gates.png
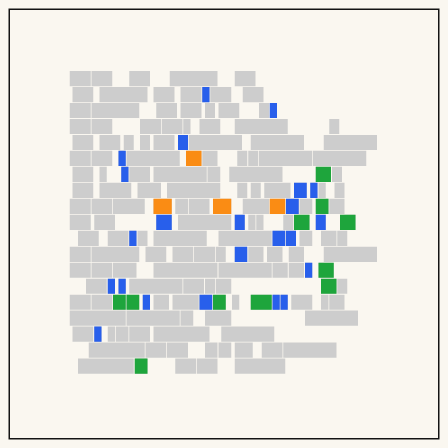
util_map.png
7 x 7 tiles, from white (low) to dark blue (high), 0 to 100% covered.
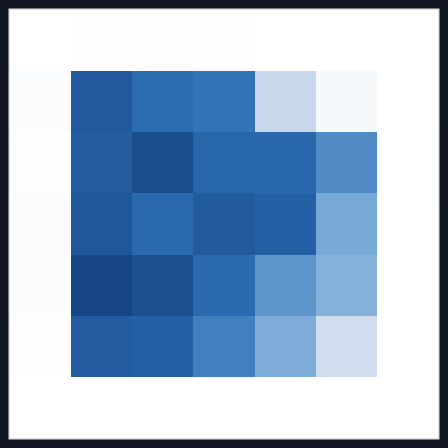
m2.png
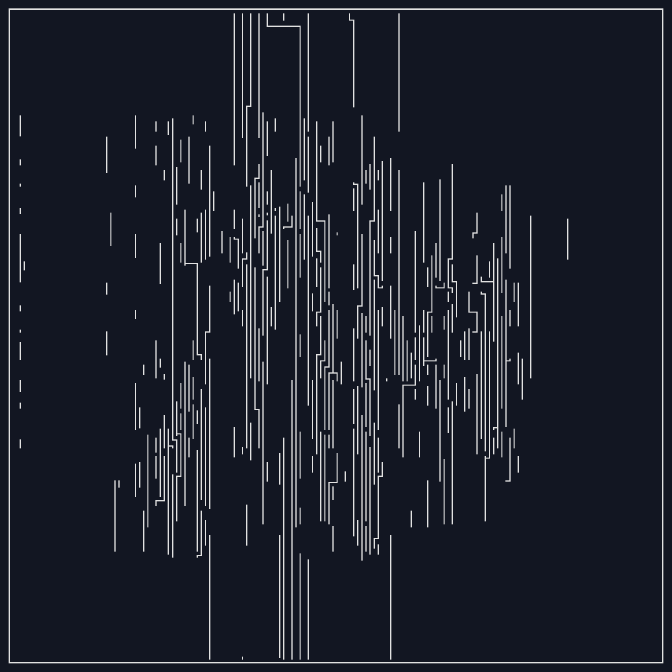
layers.png
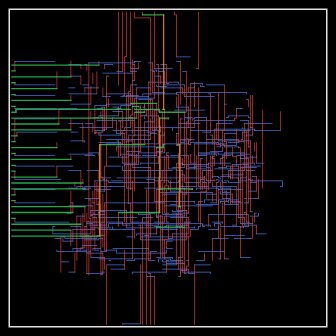
### config.mk
export PLATFORM = sky130hd
export DESIGN_NAME = play_mode_ctrl
export DESIGN_NICKNAME = d
export VERILOG_FILES = /design/src/rtl/play_mode_ctrl.sv
export SDC_FILE = /design/constraint.sdc
export NUM_CORES = 1
export LEC_CHECK = 0
export CORE_MARGIN = 10
export CORE_UTILIZATION = 49
export CTS_CLUSTER_SIZE = 24
export DETAILED_ROUTE_END_ITERATION = 8
export PLACE_DENSITY = 0.85
export SLEW_MARGIN = 5
export SYNTH_ARGS = -nofsm -noshare
export SYNTH_HDL_FRONTEND = slang
export SYNTH_SLANG_ARGS = --single-unit
### constraint.sdc
create_clock -name clk -period 4.42 [get_ports clk]
set_input_delay 0.884 -clock clk [delete_from_list [all_inputs] [get_ports clk]]
set_output_delay 0.884 -clock clk [all_outputs]
set_load 0.1 [all_outputs]
### src/rtl/play_mode_ctrl.sv
// Play-mode controller: sequences song players (idle/play/pause/done), counts
// completed notes and arbitrates live keyboard vs. player notes to the tone generator.
module play_mode_ctrl #(
  parameter int unsigned SONG_LEN = 24
) (
  input  logic        clk,
  input  logic        rst,
  input  logic        btn_play,
  input  logic        btn_stop,
  input  logic [1:0]  song_sel,
  input  logic        live_on,
  input  logic [3:0]  live_key,
  input  logic [3:0]  pl_key_on,
  input  logic [15:0] pl_key,
  output logic [3:0]  pl_rst,
  output logic        pl_ce,
  output logic        key_on,
  output logic [3:0]  key,
  output logic [1:0]  state,
  output logic [1:0]  active_song,
  output logic        song_done
);

  localparam int unsigned CNT_W = 8;
  localparam logic [CNT_W-1:0] LEN = CNT_W'(SONG_LEN);

  typedef enum logic [1:0] {IDLE = 2'd0, PLAY = 2'd1, PAUSE = 2'd2, DONE = 2'd3} state_t;

  state_t           state_q, state_n;
  logic [1:0]       song_q, song_n;
  logic [CNT_W-1:0] cnt_q, cnt_n;
  logic             edge_q, edge_n;
  logic             pl_ce_q, pl_ce_n;
  logic [3:0]       pl_rst_q, pl_rst_n;
  logic             key_on_q, key_on_n;
  logic [3:0]       key_q, key_n;
  logic             done_q, done_n;

  logic       cur_on;
  logic [3:0] cur_key;
  logic       fall;
  logic       hit_end;

  assign cur_on  = pl_key_on[song_q];
  assign cur_key = 4'(pl_key >> {song_q, 2'b00});
  assign fall    = pl_ce_q && edge_q && !cur_on;
  assign hit_end = fall && (cnt_q + CNT_W'(1) == LEN);

  always_ff @(posedge clk or posedge rst) begin
    if (rst) begin
      state_q  <= IDLE;
      song_q   <= 2'd0;
      cnt_q    <= '0;
      edge_q   <= 1'b0;
      pl_ce_q  <= 1'b0;
      pl_rst_q <= 4'hF;
      key_on_q <= 1'b0;
      key_q    <= 4'd0;
      done_q   <= 1'b0;
    end else begin
      state_q  <= state_n;
      song_q   <= song_n;
      cnt_q    <= cnt_n;
      edge_q   <= edge_n;
      pl_ce_q  <= pl_ce_n;
      pl_rst_q <= pl_rst_n;
      key_on_q <= key_on_n;
      key_q    <= key_n;
      done_q   <= done_n;
    end
  end

  always_comb begin
    state_n  = state_q;
    song_n   = song_q;
    cnt_n    = cnt_q;
    edge_n   = edge_q;
    key_on_n = 1'b0;
    key_n    = key_q;

    // Note counting only while the player is actually clocked
    if (pl_ce_q) begin
      edge_n = cur_on;
      if (fall && cnt_q != LEN) cnt_n = cnt_q + CNT_W'(1);
    end

    unique case (state_q)
      IDLE: if (btn_play && !btn_stop) begin
        state_n = PLAY;
        song_n  = song_sel;
        cnt_n   = '0;
        edge_n  = 1'b0;
      end
      PLAY: begin
        if (btn_stop)      state_n = IDLE;
        else if (hit_end)  state_n = DONE;
        else if (btn_play) state_n = PAUSE;
      end
      PAUSE: begin
        if (btn_stop)      state_n = IDLE;
        else if (btn_play) state_n = PLAY;
      end
      DONE: state_n = IDLE;
      default: state_n = IDLE;
    endcase

    pl_ce_n  = (state_n == PLAY) && !live_on;
    pl_rst_n = (state_n == PLAY || state_n == PAUSE) ? ~(4'b0001 << song_n) : 4'hF;
    done_n   = (state_n == DONE);

    // Live keyboard always wins over the song player
    if (live_on) begin
      key_on_n = 1'b1;
      key_n    = live_key;
    end else if (state_q == PLAY) begin
      key_on_n = cur_on;
      key_n    = cur_key;
    end
  end

  assign state       = state_q;
  assign active_song = song_q;
  assign pl_rst      = pl_rst_q;
  assign pl_ce       = pl_ce_q;
  assign key_on      = key_on_q;
  assign key         = key_q;
  assign song_done   = done_q;

endmodule

==> impl_metrics.env <==
# yosys + openroad results
export IMPL_nets=208
export IMPL_status="finished clean"
export IMPL_syn2layout_area_growth_pct=37.0
export IMPL_cp_end_kind="primary output"
export IMPL_place_inst=199
export IMPL_drt_initial_drc_count=92
export IMPL_power_total_mw=0.679
export IMPL_finalSetupTns_ps=0
export IMPL_htreeDepth=1
export IMPL_cts_tree="yes"
export IMPL_skew_ps=10.8
export IMPL_met3RoutedLength_um=361
export IMPL_xor_area_frac=0
export IMPL_ctsHoldBuffers=0
export IMPL_tool_warnings=28
export IMPL_top_cell="dfrtp_1"
export IMPL_common_cells="20 x dfrtp_1, 13 x nand2_1, 8 x a21oi_1"
export IMPL_top_cells_by_area="dfrtp_1 37%, dfstp_2 7.7%, mux4_2 6.6%"
export IMPL_slew_headroom=0.326
export IMPL_worst_ir_drop_vdd_uv=449
export IMPL_r2r_slack_ps=1760
export IMPL_fmax_ghz=0.329
export IMPL_synthCells=128
export IMPL_pre_cts_ws_ps=1170
export IMPL_worstMarginPinSlew_ps=1010
export IMPL_cts_root_buffer="clkbuf_4"
export IMPL_synth_stat_cells=128
export IMPL_post_dp_hpwl_mm=2.91
export IMPL_path_delay_family="buffers and inverters"
export IMPL_die_h_um=72.9
export IMPL_grt_use_met1=0.167
export IMPL_portBuffers=45
export IMPL_maxSlewViolCount=0
export IMPL_timing_worst_setup_path_type="reg2out"
export IMPL_critical_path_arrival_ps=2160
export IMPL_slowest_delay_ps=1220
export IMPL_top_layer="met4"
export IMPL_endpoint="active_song[0]"
export IMPL_cpMaxStageDelayCell="clkdlybuf4s50_1"
export IMPL_synth_area_um2=1370
export IMPL_synth_logic_top_family="simple AND/OR/NAND/NOR gates"
export IMPL_setup_slack_ps=1380
-- gates.png (at the start) --
[blue] nand cells | cells: 23
[orange] non-inverting ao/oa cells | cells: 4 | where: centre
[green] and/or cells | cells: 11
final non-filler cell total: 203
Top cell excl fill/tap: clkdlybuf4s50_1
fraction of area in multi-input gates: 0.375

-- util_map.png (at the start) --
densest ninth of the die: centre
mean over tiles: 35%
fullest tile: 92%
tiles over 75% full: 31%
initial core utilization: 0.506
Layout Utilization: 0.693
Core Footprint: 2710 µm²

-- m2.png (at the start) --
wire length on this layer: 1810 µm
share of all routed wire: 49%
main direction: vertical
longest straight run: 41.1 µm
nets with wire on the layer: 179
met2 Resource Use GR: 0.227
Total Wirelength: 3.73 mm

-- layers.png (at the start) --
[orange] M4 | wire length: 78.9 µm
[red] M2 | wire length: 1810 µm
[green] M3 | wire length: 361 µm
[blue] M1 | wire length: 1480 µm
total track usage: 0.147
routed length per instance: 18.4 µm
Vias: 1217

final cells by class:
cell class                      instances  area, µm²
Timing Repair Buffer                   45        450
Clock buffer                            3       22.5
Multi-Input combinational cell         92        703
Sequential cell                        24        606
Fill cell                             204        833
Clock inverter                          1       30.0
Inverter                                7       26.3
Tap cell                               31       38.8
state kept, by name, indices dropped and copies added, names as in the netlist:
| name | count |
|---|---|
| state | 2 |
| song_done | 1 |
| active_song | 2 |
| pl_ce | 1 |
| key_on | 1 |
| cnt_q | 8 |
| pl_rst | 4 |
| key | 4 |
| edge_q | 1 |
where the power goes:
part           internal, mW  switching, mW
registers             0.239         0.0242
clock network        0.0919         0.0715
logic                0.0900          0.162
No activity file was given, so power comes from the tool's default toggle rates.
